==> config.mk <==
export PLATFORM = sky130hd
export DESIGN_NAME = sar_avg_fifo
export DESIGN_NICKNAME = d
export VERILOG_FILES = /design/src/rtl/sar_pkg.sv /design/src/rtl/sar_sample_fifo.sv /design/src/rtl/sar_avg_fifo.sv
export SDC_FILE = /design/constraint.sdc
export NUM_CORES = 1
export LEC_CHECK = 0
export ABC_AREA = 0
export CAP_MARGIN = 15
export CORE_ASPECT_RATIO = 1.2
export CORE_MARGIN = 2
export CORE_UTILIZATION = 30
export CTS_CLUSTER_DIAMETER = 80
export DETAILED_ROUTE_END_ITERATION = 8
export DONT_BUFFER_PORTS = 1
export GPL_TIMING_DRIVEN = 0
export SYNTH_ARGS = -nofsm -noshare
export SYNTH_HDL_FRONTEND = slang
export SYNTH_HIERARCHICAL = 1
export SYNTH_SLANG_ARGS = --single-unit
==> constraint.sdc <==
create_clock -name CLK -period 2.5 [get_ports CLK]
set_input_delay 0.25 -clock CLK [delete_from_list [all_inputs] [get_ports CLK]]
set_output_delay 0.25 -clock CLK [all_outputs]
set_load 0.01 [all_outputs]
Run 1, signal wires by layer:
Scale: 2 px per um.
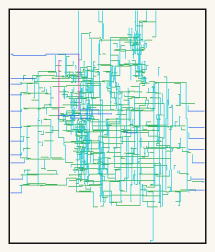
legend:
  blue:
    layer: met3
    wire_length: 204 um
  cyan:
    layer: met2
    wire_length: 2,620 um
  green:
    layer: met1
    wire_length: 2,160 um
  magenta:
    layer: met4
    wire_length: 56.4 um
GRT Util Overall: 0.09748
WL/cell: 12.97 um
Routed WL: 5046 um

Run 1, local utilization:
Scale: 3 px per um. 10 x 12 tiles, from black (low) to pale yellow (high), 0 to 100% covered.
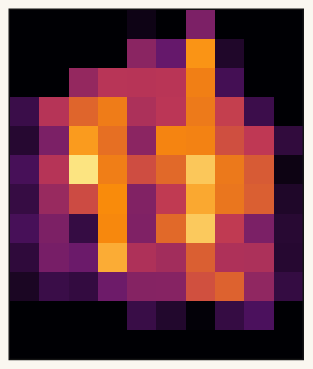
tiles over 75% full: 5.8%
densest ninth of the die: center
fullest tile: 94%
FP Util: 0.3115
final core utilization: 0.3577

Run 1, cells colored by class:
Scale: 2 px per um.
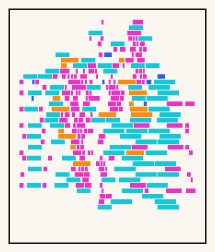
legend:
  blue:
    class: other buffers and delay cells
    cells: 7
    share_of_their_area: 1.3%
  cyan:
    class: flip-flops
    cells: 74
    share_of_their_area: 52%
  magenta:
    class: all other logic
    cells: 166
    share_of_their_area: 38%
  orange:
    class: clock drivers and dummy loads
    cells: 16
    share_of_their_area: 8.9%
final instance area: 3616 sq um
Rows: 40

==> results.ini, run 1 <==
[placed_design]
hpwl_um=3557
pre_cts_ws_ns=0.1312
placed_cell_area_sq_um=3307

[synth]
yosysCellCount=247
yosysTopAreaCell=edfxtp_1
ys_area_sq_um=3149
top_logic_kind=simple AND/OR/NAND/NOR gates
yosys.area.top_type_share=0.3051
synthAoiAreaFrac=0.07429
syn_nets=277
synthXorXnorAreaFrac=0.03059
avgSynthCellArea_sq_um=12.75
netlist_area_sq_um=3149

[pwr]
pg_comb_mw=0.0455
p_clk_frac=0.497
netSwitchingPower_mw=0.5488
power_density_nw_per_um2=726.4
maxPowerGroup=the clock network
swShare=0.2089
finalPower_mw=2.627
p_comb_frac=0.017

[layout]
nNetsFinal=288
clock_area_frac=0.08547
sh_seq_area=0.4983
nFillCells=1017
ff_count=74
flop_area_sq_um=1802
clockBufferCount=9
area_delta_synth_final_pct=14.82
stdcell_count=389
nMultiInputCombCells=151

[outcome]
status=finished, final reports clean

[worst_setup_path]
worstPathBufferInverterCount=3
path_common_cell=inv_1
crit_path_max_fanout=7
cpPeakStageDelay_ns=0.44

[cts]
cts-hold-fix-buffers=0
cts_buffers=9
clkSlewWorstSetupHoldPaths_ns=0.06
numClockSinks=74
clk-insertion-delay-late_ns=0.32
post_cts_resized=0
cts_tree=done
cts_max_path_buffers=2
h-tree-depth=3

[sta]
hold_viol=0
setup_ws_ns=0.1523
tightest_slew_ns=0.4745
slew_headroom=0.6814
tns_ns=0
slew_violations=0
setup_viol=0
timing.fmax_mhz=426.0

[detailed_routing]
m1WireLength_um=2164
top_layer=met4
drc=0

[min_path]
worst_hold_path_type=in2reg

[die]
nWellTaps=126
die_h_um=116.2
fp.dieW_um=97.53

[flow_run]
maxCapViolations=0

[global_routing]
grt_max_degree=16
antenna_found_initial=0
grt_pass1_wl_um=8735

Run 1, pin placement:
Scale: 3 px per um. Pins as bars across the die edge, other pins in gray.
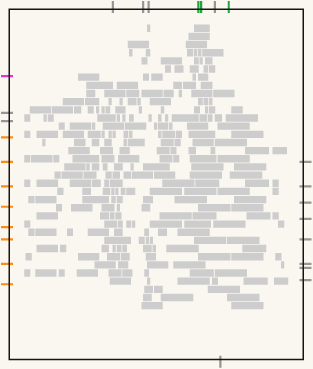

## Run 2: what changed since run 1
--- a/config.mk
+++ b/config.mk
@@ -5,7 +5,7 @@
 export SDC_FILE = /design/constraint.sdc
 export NUM_CORES = 1
 export LEC_CHECK = 0
-export ABC_AREA = 0
+export ABC_AREA = 1
 export CAP_MARGIN = 15
 export CORE_ASPECT_RATIO = 1.2
 export CORE_MARGIN = 2
Run 2, pin placement:
Scale: 3 px per um. Pins as bars across the die edge, other pins in gray.
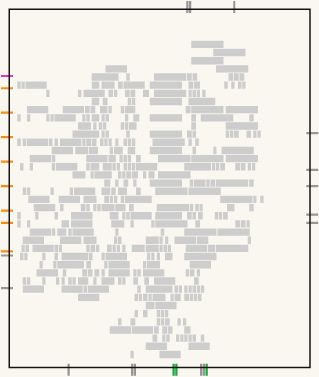
legend:
  green:
    port: `COUNT`
    pins: 3
    direction: output
    edge: south
  magenta:
    port: `CLK`
    pins: 1
    direction: input
    edge: west
  orange:
    port: `DATA`
    pins: 8
    direction: input
    edge: west
all pins by edge: 11 west, 8 south, 5 east, 3 north
die height: 118.9 um
die width: 99.75 um
Buffers on Ports: 0

Run 2, cells colored by class:
Scale: 2 px per um.
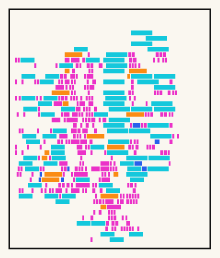
legend:
  cyan:
    class: flip-flops
    cells: 74
    share_of_their_area: 50%
  blue:
    class: other buffers and delay cells
    cells: 8
    share_of_their_area: 1.5%
  orange:
    class: clock drivers and dummy loads
    cells: 16
    share_of_their_area: 7.8%
  magenta:
    class: all other logic
    cells: 292
    share_of_their_area: 40%
final instance area: 3741 sq um
Rows: 41
final core utilization: 0.3523
area of the core: 10,620 sq um
Seq area share: 0.4816

==> results.ini, run 2 <==
[outcome]
status=finished, final reports clean  ; unchanged

[min_path]
min_delay_path_depth=2  ; was 1
worst_hold_path_type=in2reg  ; unchanged

[sta]
setup_viol=0  ; unchanged
timing.fmax_mhz=439.8  ; was 426.0 MHz
tns_ns=0  ; unchanged
slew_headroom=0.4139  ; was 0.6814
setup_ws_ns=0.2264  ; was 0.1523 ns
hold_viol=0  ; unchanged
slew_violations=0  ; unchanged
tightest_slew_ns=0.8759  ; was 0.4745 ns

[layout]
nMultiInputCombCells=234  ; was 151
largestClassByArea=flip-flops and latches  ; unchanged
ff_count=74  ; unchanged
lay_top_cells=80 x nand2_1, 57 x inv_1, 54 x nor2_1  ; was 42 x dfxtp_1, 32 x edfxtp_1, 26 x and2_1
clockBufferCount=9  ; unchanged
flop_area_sq_um=1802  ; unchanged
n_all_inverters=58  ; was 15
num_antenna_cells=0  ; unchanged
nFillCells=1041  ; was 1,017
area_delta_synth_final_pct=13.34  ; was 14.82%
clock_area_frac=0.07458  ; was 0.08547
nNetsFinal=415  ; was 288
stdcell_count=519  ; was 389

[placed_design]
hpwl_um=4322  ; was 3557 um
placed_cell_area_sq_um=3462  ; was 3307 sq um
pre_cts_ws_ns=0.2349  ; was 0.1312 ns

[detailed_routing]
m1WireLength_um=2756  ; was 2164 um
post_drt_wl_per_cell_um=11.78  ; was 12.97 um
viasPerCell=4.374  ; was 4.527
top_layer=met4  ; unchanged
wirelength_um=6115  ; was 5046 um
drc=0  ; unchanged
drtAntennaViolNets=0  ; unchanged

[synth]
ys_seq_elements=74  ; unchanged
top_logic_kind=simple AND/OR/NAND/NOR gates  ; unchanged
synthXorXnorAreaFrac=0.01024  ; was 0.03059
netlist_area_sq_um=3301  ; was 3149 sq um
syn_nets=404  ; was 277
ys_sh_simple=0.2127  ; was 0.1522
yosysTopAreaCell=edfxtp_1  ; unchanged
yosys.area.top_type_share=0.2911  ; was 0.3051
yosysCellCount=374  ; was 247
synthAoiAreaFrac=0.08378  ; was 0.07429
fa_ha_area_frac=0.06520  ; was 0.06834
ys_area_sq_um=3301  ; was 3149 sq um
avgSynthCellArea_sq_um=8.825  ; was 12.75 sq um
syn_inst=374  ; was 247

[pwr]
p_comb_frac=0.088  ; was 0.017
finalPower_mw=2.722  ; was 2.627 mW
maxPowerGroup=sequential cells  ; was the clock network
swShare=0.2528  ; was 0.2089
p_clk_frac=0.434  ; was 0.497
pg_comb_mw=0.239  ; was 0.0455 mW
netSwitchingPower_mw=0.6881  ; was 0.5488 mW
power_density_nw_per_um2=727.7  ; was 726.4 nW/um^2

[cts]
clkSlewWorstSetupHoldPaths_ns=0.06  ; about the same
clk-insertion-delay-late_ns=0.33  ; was 0.32 ns
post_cts_resized=0  ; unchanged
cts_tree=done  ; unchanged
cts_max_path_buffers=2  ; unchanged
cts-hold-fix-buffers=0  ; unchanged
numClockSinks=74  ; unchanged
h-tree-depth=3  ; unchanged
cts_buffers=9  ; unchanged

[worst_setup_path]
crit_required_ns=2.46  ; was 2.75 ns
cpPeakStageDelay_ns=0.70  ; was 0.44 ns
worstPathBufferInverterCount=2  ; was 3
crit_path_max_fanout=8  ; was 7
worstPathArrival_ns=2.23  ; was 2.60 ns

[die]
fp_util=0.3108  ; was 0.3115
dieArea_sq_um=11860  ; was 11,340 sq um
nWellTaps=129  ; was 126
ioPinCount=27  ; unchanged

[global_routing]
grt_max_degree=15  ; was 16
grt_use_total=0.1113  ; was 0.09748
grt_pass1_wl_um=10290  ; was 8735 um
antenna_found_initial=0  ; unchanged
grt_pass1_vias=2187  ; was 1,915

[flow_run]
warnings=29  ; unchanged
maxCapViolations=0  ; unchanged

No activity file was given, so power comes from the tool's default toggle rates.
